## src/rtl/spi_slave_regif_pkg.sv

```systemverilog
// Shared definitions for the SPI slave register-interface bridge.
// Latency: n/a (types, constants and a width helper only).
// Backpressure: n/a.
package spi_slave_regif_pkg;

  typedef enum logic [2:0] {
    ST_WAIT_IDLE = 3'd0,
    ST_IDLE      = 3'd1,
    ST_CMD       = 3'd2,
    ST_ADDR      = 3'd3,
    ST_DATA      = 3'd4
  } state_t;

  localparam logic MODE_WRITE = 1'b0;
  localparam logic MODE_READ  = 1'b1;

  // The same counter walks both the address and the data field, so it has
  // to be wide enough to count up to the larger of the two.
  function automatic int cnt_width(input int addr_w, input int data_w);
    int m;
    m = (addr_w > data_w) ? addr_w : data_w;
    return $clog2(m + 1);
  endfunction

endpackage

```

## src/rtl/spi_slave_regif_pin_sync.sv

```systemverilog
// Brings the asynchronous SPI pins into the clk domain and derives edge pulses.
// Latency: 2 clk through the synchronisers; edge pulses are valid in the 3rd clk.
// Backpressure: none; pins are sampled every clk.
// Ports: clk; spien/spiclk/spidin raw pins in; en/din synced levels out;
//        sclk_rise/sclk_fall/en_rise/en_fall single-clk edge pulses out.
module spi_slave_regif_pin_sync (
  input  logic clk,
  input  logic spien,
  input  logic spiclk,
  input  logic spidin,
  output logic en,
  output logic din,
  output logic sclk_rise,
  output logic sclk_fall,
  output logic en_rise,
  output logic en_fall
);

  // Bit order in the sync vectors: {spien, spiclk, spidin}.
  logic [2:0] sync1;
  logic [2:0] sync2;
  logic [1:0] prev;  // {spien, spiclk} one clk behind sync2

  // No reset: these are pure pipelines that refill from the pins while reset
  // is held, so a select that is already high at reset release never looks
  // like a fresh rising edge.
  always_ff @(posedge clk) begin
    sync1 <= {spien, spiclk, spidin};
    sync2 <= sync1;
    prev  <= sync2[2:1];
  end

  assign en        = sync2[2];
  assign din       = sync2[0];
  assign sclk_rise =  sync2[1] & ~prev[0];
  assign sclk_fall = ~sync2[1] &  prev[0];
  assign en_rise   =  sync2[2] & ~prev[1];
  assign en_fall   = ~sync2[2] &  prev[1];

endmodule

```

## src/rtl/spi_slave_regif.sv

```systemverilog
// SPI mode-0 slave to register-file bridge: R/~W bit, address, then burst data words, MSB first.
// Latency: SCLK edges act 3 clk after the pin; rdreq -> rddata 1 clk -> MISO MSB the clk after.
// Backpressure: none; the SPI master paces everything, clk must run >= 8x SCLK.
// Ports: clk, reset (sync, active high); spien/spiclk/spidin pins in, spidout/spioe out;
//        addr/wrtdata/wrt write side, rdreq/rddata read side; abort and busy status.
module spi_slave_regif
  import spi_slave_regif_pkg::*;
#(
  parameter int ADDR_W = 4,
  parameter int DATA_W = 8,
  parameter int BURST  = 1
) (
  input  logic              clk,
  input  logic              reset,
  input  logic              spien,
  input  logic              spiclk,
  input  logic              spidin,
  output logic              spidout,
  output logic              spioe,
  output logic [ADDR_W-1:0] addr,
  output logic [DATA_W-1:0] wrtdata,
  output logic              wrt,
  output logic              rdreq,
  input  logic [DATA_W-1:0] rddata,
  output logic              abort,
  output logic              busy
);

  localparam int CNT_W = cnt_width(ADDR_W, DATA_W);
  localparam logic [CNT_W-1:0] ADDR_LAST = CNT_W'(ADDR_W - 1);
  localparam logic [CNT_W-1:0] DATA_LAST = CNT_W'(DATA_W - 1);

  logic en, din, sclk_rise, sclk_fall, en_rise, en_fall;

  spi_slave_regif_pin_sync u_sync (
    .clk       (clk),
    .spien     (spien),
    .spiclk    (spiclk),
    .spidin    (spidin),
    .en        (en),
    .din       (din),
    .sclk_rise (sclk_rise),
    .sclk_fall (sclk_fall),
    .en_rise   (en_rise),
    .en_fall   (en_fall)
  );

  state_t            state, state_nxt;
  logic [CNT_W-1:0]  bit_cnt;
  logic              mode;
  logic [DATA_W-1:0] rx;
  logic [DATA_W-1:0] tx;
  logic              load_tx;   // rddata is valid this clk
  logic              inc_pend;  // post-write address increment

  logic addr_done, word_done, boundary, abort_nxt;

  assign addr_done = (state == ST_ADDR) && sclk_rise && (bit_cnt == ADDR_LAST);
  assign word_done = (state == ST_DATA) && sclk_rise && (bit_cnt == DATA_LAST);
  // A select drop is clean only between words, counting a word that
  // completes in the very same clk.
  assign boundary  = word_done || ((bit_cnt == '0) && !sclk_rise);
  assign abort_nxt = busy && en_fall && !((state == ST_DATA) && boundary);

  assign busy    = (state == ST_CMD) || (state == ST_ADDR) || (state == ST_DATA);
  assign spioe   = busy && (mode == MODE_READ) && (state == ST_DATA);
  assign spidout = spioe && tx[DATA_W-1];

  always_ff @(posedge clk) begin
    if (reset) state <= ST_WAIT_IDLE;
    else       state <= state_nxt;
  end

  always_comb begin
    state_nxt = state;
    case (state)
      ST_WAIT_IDLE: if (!en) state_nxt = ST_IDLE;
      ST_IDLE:      if (en_rise) state_nxt = ST_CMD;
      ST_CMD: begin
        if (en_fall)        state_nxt = ST_IDLE;
        else if (sclk_rise) state_nxt = ST_ADDR;
      end
      ST_ADDR: begin
        if (en_fall)        state_nxt = ST_IDLE;
        else if (addr_done) state_nxt = ST_DATA;
      end
      ST_DATA: begin
        if (en_fall)                       state_nxt = ST_IDLE;
        else if (word_done && BURST == 0)  state_nxt = ST_WAIT_IDLE;
      end
      default: state_nxt = ST_WAIT_IDLE;
    endcase
  end

  always_ff @(posedge clk) begin
    if (reset) begin
      bit_cnt  <= '0;
      mode     <= MODE_WRITE;
      rx       <= '0;
      tx       <= '0;
      addr     <= '0;
      wrtdata  <= '0;
      wrt      <= 1'b0;
      rdreq    <= 1'b0;
      abort    <= 1'b0;
      load_tx  <= 1'b0;
      inc_pend <= 1'b0;
    end else begin
      wrt      <= 1'b0;
      rdreq    <= 1'b0;
      inc_pend <= 1'b0;
      abort    <= abort_nxt;
      load_tx  <= rdreq;
      if (inc_pend) addr <= addr + 1'b1;
      if (load_tx)  tx   <= rddata;

      case (state)
        ST_IDLE: begin
          if (en_rise) begin
            bit_cnt <= '0;
            mode    <= MODE_WRITE;
          end
        end
        ST_CMD: begin
          if (sclk_rise) begin
            mode    <= din;
            bit_cnt <= '0;
          end
        end
        ST_ADDR: begin
          if (sclk_rise) begin
            addr    <= ADDR_W'({addr, din});
            bit_cnt <= addr_done ? '0 : bit_cnt + 1'b1;
            if (addr_done && mode == MODE_READ && !en_fall) rdreq <= 1'b1;
          end
        end
        ST_DATA: begin
          if (sclk_rise) begin
            rx      <= DATA_W'({rx, din});
            bit_cnt <= word_done ? '0 : bit_cnt + 1'b1;
            if (word_done) begin
              if (mode == MODE_WRITE) begin
                wrt     <= 1'b1;
                wrtdata <= DATA_W'({rx, din});
                if (BURST != 0 && !en_fall) inc_pend <= 1'b1;
              end else if (BURST != 0 && !en_fall) begin
                // Preload the next word of the burst.
                addr  <= addr + 1'b1;
                rdreq <= 1'b1;
              end
            end
          end
          // The fall right after a word boundary (count 0) must not shift:
          // the freshly loaded MSB has not been sampled by the master yet.
          if (sclk_fall && mode == MODE_READ && bit_cnt != '0) tx <= tx << 1;
        end
        default: ;
      endcase
    end
  end

endmodule

```

## config.mk

```make
export PLATFORM = sky130hd
export DESIGN_NAME = spi_slave_regif
export DESIGN_NICKNAME = d
export VERILOG_FILES = /design/src/rtl/spi_slave_regif_pkg.sv /design/src/rtl/spi_slave_regif_pin_sync.sv /design/src/rtl/spi_slave_regif.sv
export SDC_FILE = /design/constraint.sdc
export NUM_CORES = 1
export LEC_CHECK = 0
export ABC_AREA = 1
export ABC_CLOCK_PERIOD_IN_PS = 1450
export CORE_MARGIN = 2
export CORE_UTILIZATION = 49
export CTS_CLUSTER_DIAMETER = 60
export DETAILED_ROUTE_END_ITERATION = 10
export GPL_TIMING_DRIVEN = 0
export MAX_ROUTING_LAYER = met4
export PLACE_DENSITY = 0.76
export SKIP_CTS_REPAIR_TIMING = 1
export SLEW_MARGIN = 25
export SYNTH_ARGS = -nofsm -noshare
export SYNTH_HDL_FRONTEND = slang
export SYNTH_SLANG_ARGS = --single-unit
```

## constraint.sdc

```tcl
create_clock -name clk -period 1.45 [get_ports clk]
set_input_delay 0.145 -clock clk [delete_from_list [all_inputs] [get_ports clk]]
set_output_delay 0.145 -clock clk [all_outputs]
set_load 0.01 [all_outputs]
```

**Run 1: signal wires by layer**

Bar = 20 um.
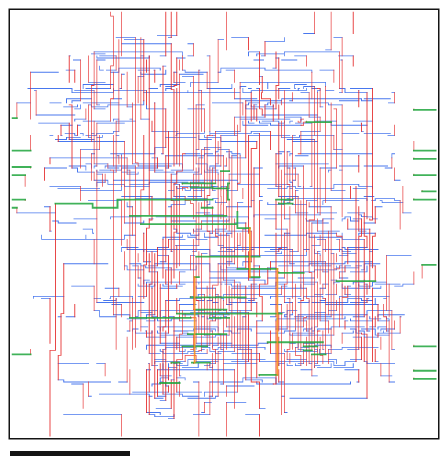
| colour | layer | wire length |
|---|---|---|
| red | metal 2 | 2820 um |
| green | metal 3 | 252 um |
| orange | metal 4 | 40.1 um |
| blue | metal 1 | 2320 um |

**Run 1: pin map**

Pins as bars across the die edge, other pins in grey.
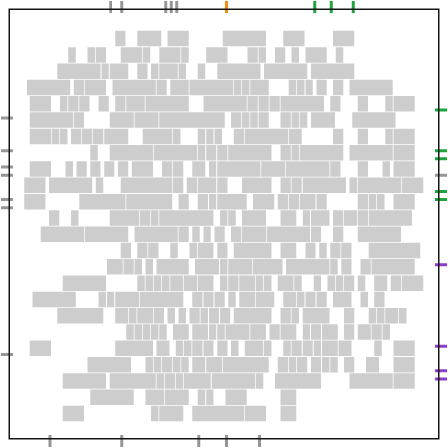
| colour | port | pins | direction | edge |
|---|---|---|---|---|
| green | `wrtdata` | 8 | output | 5 east, 3 north |
| purple | `addr` | 4 | output | east |
| orange | `rdreq` | 1 | output | north |
all pins by edge: 10 east, 9 north, 7 west, 5 south

==> results.yml, run 1 <==
# synthesis and place-and-route metrics
run_status:
  status: "complete, but fails checks"
  violations: "negative setup slack"
setup_path:
  cp-start-kind: "register"
  cp-endpoint: "spidout"
  worstSetupPathType: "register to primary output"
  max_stage_delay_ps: 370
  cp.buffers_inverters: 2
  cp.arrival_ps: 1370
  cpMaxStageDelayCell: "dfxtp_4"
  crit_start: "state[0]$_SDFFE_PP0P_"
final_layout:
  design_area_sq_um: 2980
  flops: 48
  stdcell_count: 409
  syn_to_final_growth_pct: 33.7
  n_antenna_cell: 0
  inverters: 40
  regArea_sq_um: 980
  clockBufferCount: 5
  logic_gates: 206
  logic_area_sq_um: 1180
logic_synthesis:
  yosysWarnings: 0
  async_reset_ff_share_pct: 0
  top_area_share_pct: 43.1
  fp_nets: 316
  ys_cells: 300
  common_cells: "53 x nand2_1, 48 x dfxtp_1, 39 x o21ai_0, 35 x inv_1, 28 x nor2_1"
  area_leaders: "dfxtp_1 43%, nand2_1 8.9%, o21ai_0 8.8%"
  synth_chip_area_sq_um: 2230
  syn_inst: 300
  yosys.stat.seqShare_pct: 43.1
worst_hold_path:
  holdPathEnd: "u_sync.sync1[0]$_DFF_P_"
final_timing:
  setup_viol: 5
  hold_slack_ps: 295
  drv_slew: 0
  fin_crit_ps: 1510
  max_freq_mhz: 662
  maxSlewHeadroom_pct: 60.2
  worst_pin_slew_ps: 597
  setup_tns_ps: -102
  setup_ws_ps: -60.7
die:
  taps: 52
  core_sq_um: 4350
global_route:
  antenna_found_initial: 0
drt:
  viasPerCell: 5.30
  antenna_left: 0
power:
  leakage_nw: 1.21
  power_density_nw_per_um2: 1090
clocking:
  clock-root-buffer: "clkbuf_8"
  clockBufferDepth: 2
place:
  dp.cells: 382
**Run 1: routed clock nets over the placement**

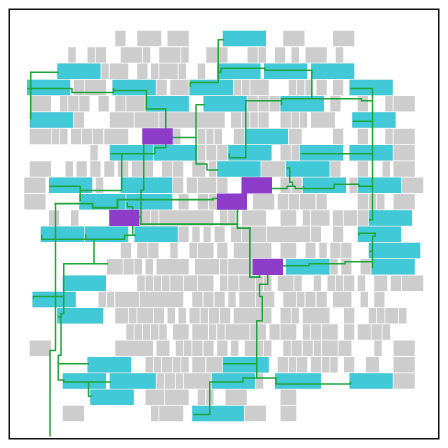
[purple] clock drivers | count: 5
[cyan] flip-flops | count: 48
[green] clock wires | length: 527 um
flops lie: all over the die
routed clock nets: 6
clock share of power: 30.1%
Fin Clk Skew: 12.9 ps
clk_lat worst skew: 300 ps

**Run 1: port wiring**

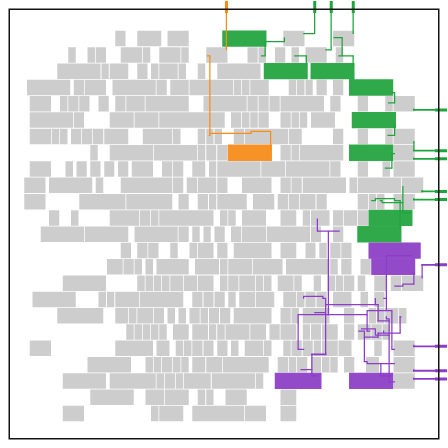
| colour | port | direction | end cells | wire |
|---|---|---|---|---|
| purple | `addr` | output | 4 | 170 um |
| orange | `rdreq` | output | 1 | 33.7 um |
| green | `wrtdata` | output | 8 | 84.3 um |

-- run 1: power by group --
group | internal (mW) | switching, mW | leakage [nW]
logic | 0.295 | 0.502 | 0.758
clock network | 0.520 | 0.458 | 0.0548
registers | 1.39 | 0.0802 | 0.395
-- run 1: metal layers --
metal / vias to the layer above / track usage (%) / part of all wire (%)
met3: 6 / 4.50 / 4.6
met2: 77 / 32.0 / 52
li1: 1093 / - / -
met1: 993 / 26.8 / 43
met5: - / - / 0
met4: 0 / 6.08 / 0.74
-- run 1: cell families after synthesis --
kind of cell	count (synthesis)	synth area share [%]
AOI/OAI and AO/OA	73	17.2
xor gates and xnor gates	3	1.18
adders and majority gates	3	1.69
buffers and inverters	47	8.88
DFF	48	43.1
muxes	1	0.449
and+or+nand+nor	125	27.5
**Run 1: placement view**

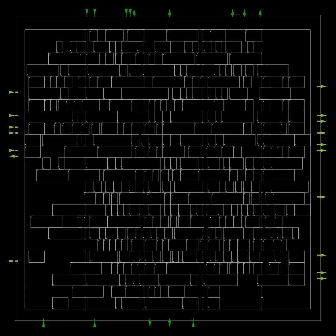

==> run 2, diff against run 1 <==
Settings changed: GPL_ROUTABILITY_DRIVEN from default to 0.
**Run 2: placement view**

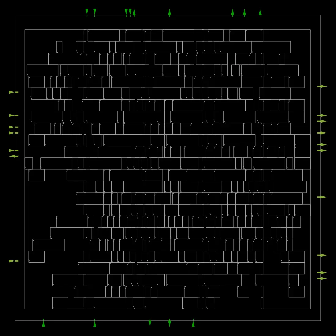
tap cells: 52
Fillers: 343
Rows: 24
flop count: 48
flop share of the area: 32.2%

**Run 2: pin map**

Pins as bars across the die edge, other pins in grey.
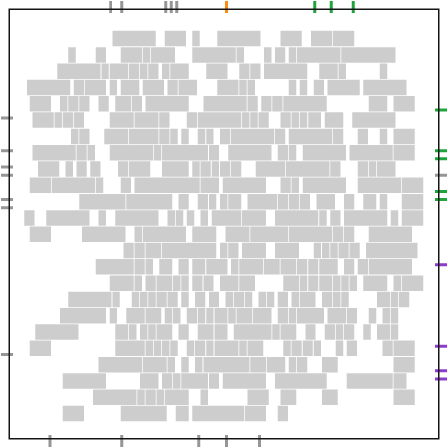
| colour | port | pins | direction | edge |
|---|---|---|---|---|
| orange | `rdreq` | 1 | output | north |
| green | `wrtdata` | 8 | output | 5 east, 3 north |
| purple | `addr` | 4 | output | east |
die height: 71.4 um
Die X: 71.4 um

==> run 2 against run 1 <==
Net effect: the flow still finishes with violations (negative setup slack); non-clock buffer count up 2; final cell count rose by 0.49%; clock skew fell by 4.6 ps; via count down 0.37%; highest routed layer unchanged.
==> results.yml, run 2 <==
# synthesis and place-and-route metrics
final_timing:
  drv_slew: 0
  setup_ws_ps: -45.2
  hold_slack_ps: 277
  setup_viol: 6
  max_freq_mhz: 669
  fin_skew_ps: 8.35
logic_synthesis:
  syn_inst: 300
  async_reset_ff_share_pct: 0
  synth_chip_area_sq_um: 2230
  fp_nets: 316
  synthMuxAreaShare_pct: 0.449
  ys_sh_aoi_pct: 17.2
  area_leaders: "dfxtp_1 43%, nand2_1 8.9%, o21ai_0 8.8%"
  top_area_share_pct: 43.1
  yosys.stat.seqShare_pct: 43.1
  adder_share_pct: 1.69
  top_logic_kind: "simple AND/OR/NAND/NOR gates"
power:
  leakage_nw: 1.25
  seq-power_mw: 1.48
  swShare_pct: 32.8
  power_leader: "registers"
  pwr-share-clk_pct: 30.3
  pg_comb_mw: 0.811
  combinationalPowerShare_pct: 24.7
  power_density_nw_per_um2: 1080
drt:
  viasPerCell: 5.26
  wl_met1_um: 2290
  dr_wl_met3_um: 225
global_route:
  antenna_found_initial: 0
  met2_usage_pct: 31.5
  grtUsageMet3_pct: 4.64
clocking:
  clk_latency_ps: 300
  clockBufferDepth: 2
final_layout:
  inverters: 40
  regArea_sq_um: 981
  design_area_sq_um: 3040
  n_antenna_cell: 0
  logic_gates: 206
  syn_to_final_growth_pct: 36.6
  stdcell_count: 411
run_status:
  violations: "negative setup slack"
  status: "complete, but fails checks"
die:
  core_sq_um: 4350
setup_path:
  cp-start-kind: "register"
  cp.arrival_ps: 1720
==> run 2: cell counts after synthesis <==
No cell type changed its count.
==> run 2: final timing paths <==
| kind | start | to | slack (ps) |
|---|---|---|---|
| setup reg to reg | bit_cnt[1]$_SDFFE_PP0P_ | inc_pend$_SDFF_PP0_ | -50 |
| setup / recovery | bit_cnt[1]$_SDFFE_PP0P_ | inc_pend$_SDFF_PP0_ | -50 |
| hold / removal | spidin | u_sync.sync1[0]$_DFF_P_ | 280 |
| hold reg to reg | u_sync.sync1[1]$_DFF_P_ | u_sync.sync2[1]$_DFF_P_ | 330 |
==> run 2: worst max-delay path, cell delays in order (launching register included) <==
cell and delay [ps]:
dfxtp_2 380, ha_4 160, nand2_4 60, nor2_4 150, inv_2 80, nor2_8 160, nand2_4 110, clkbuf_16 170
nor3_2 140
Power and IR drop assume default switching activity.
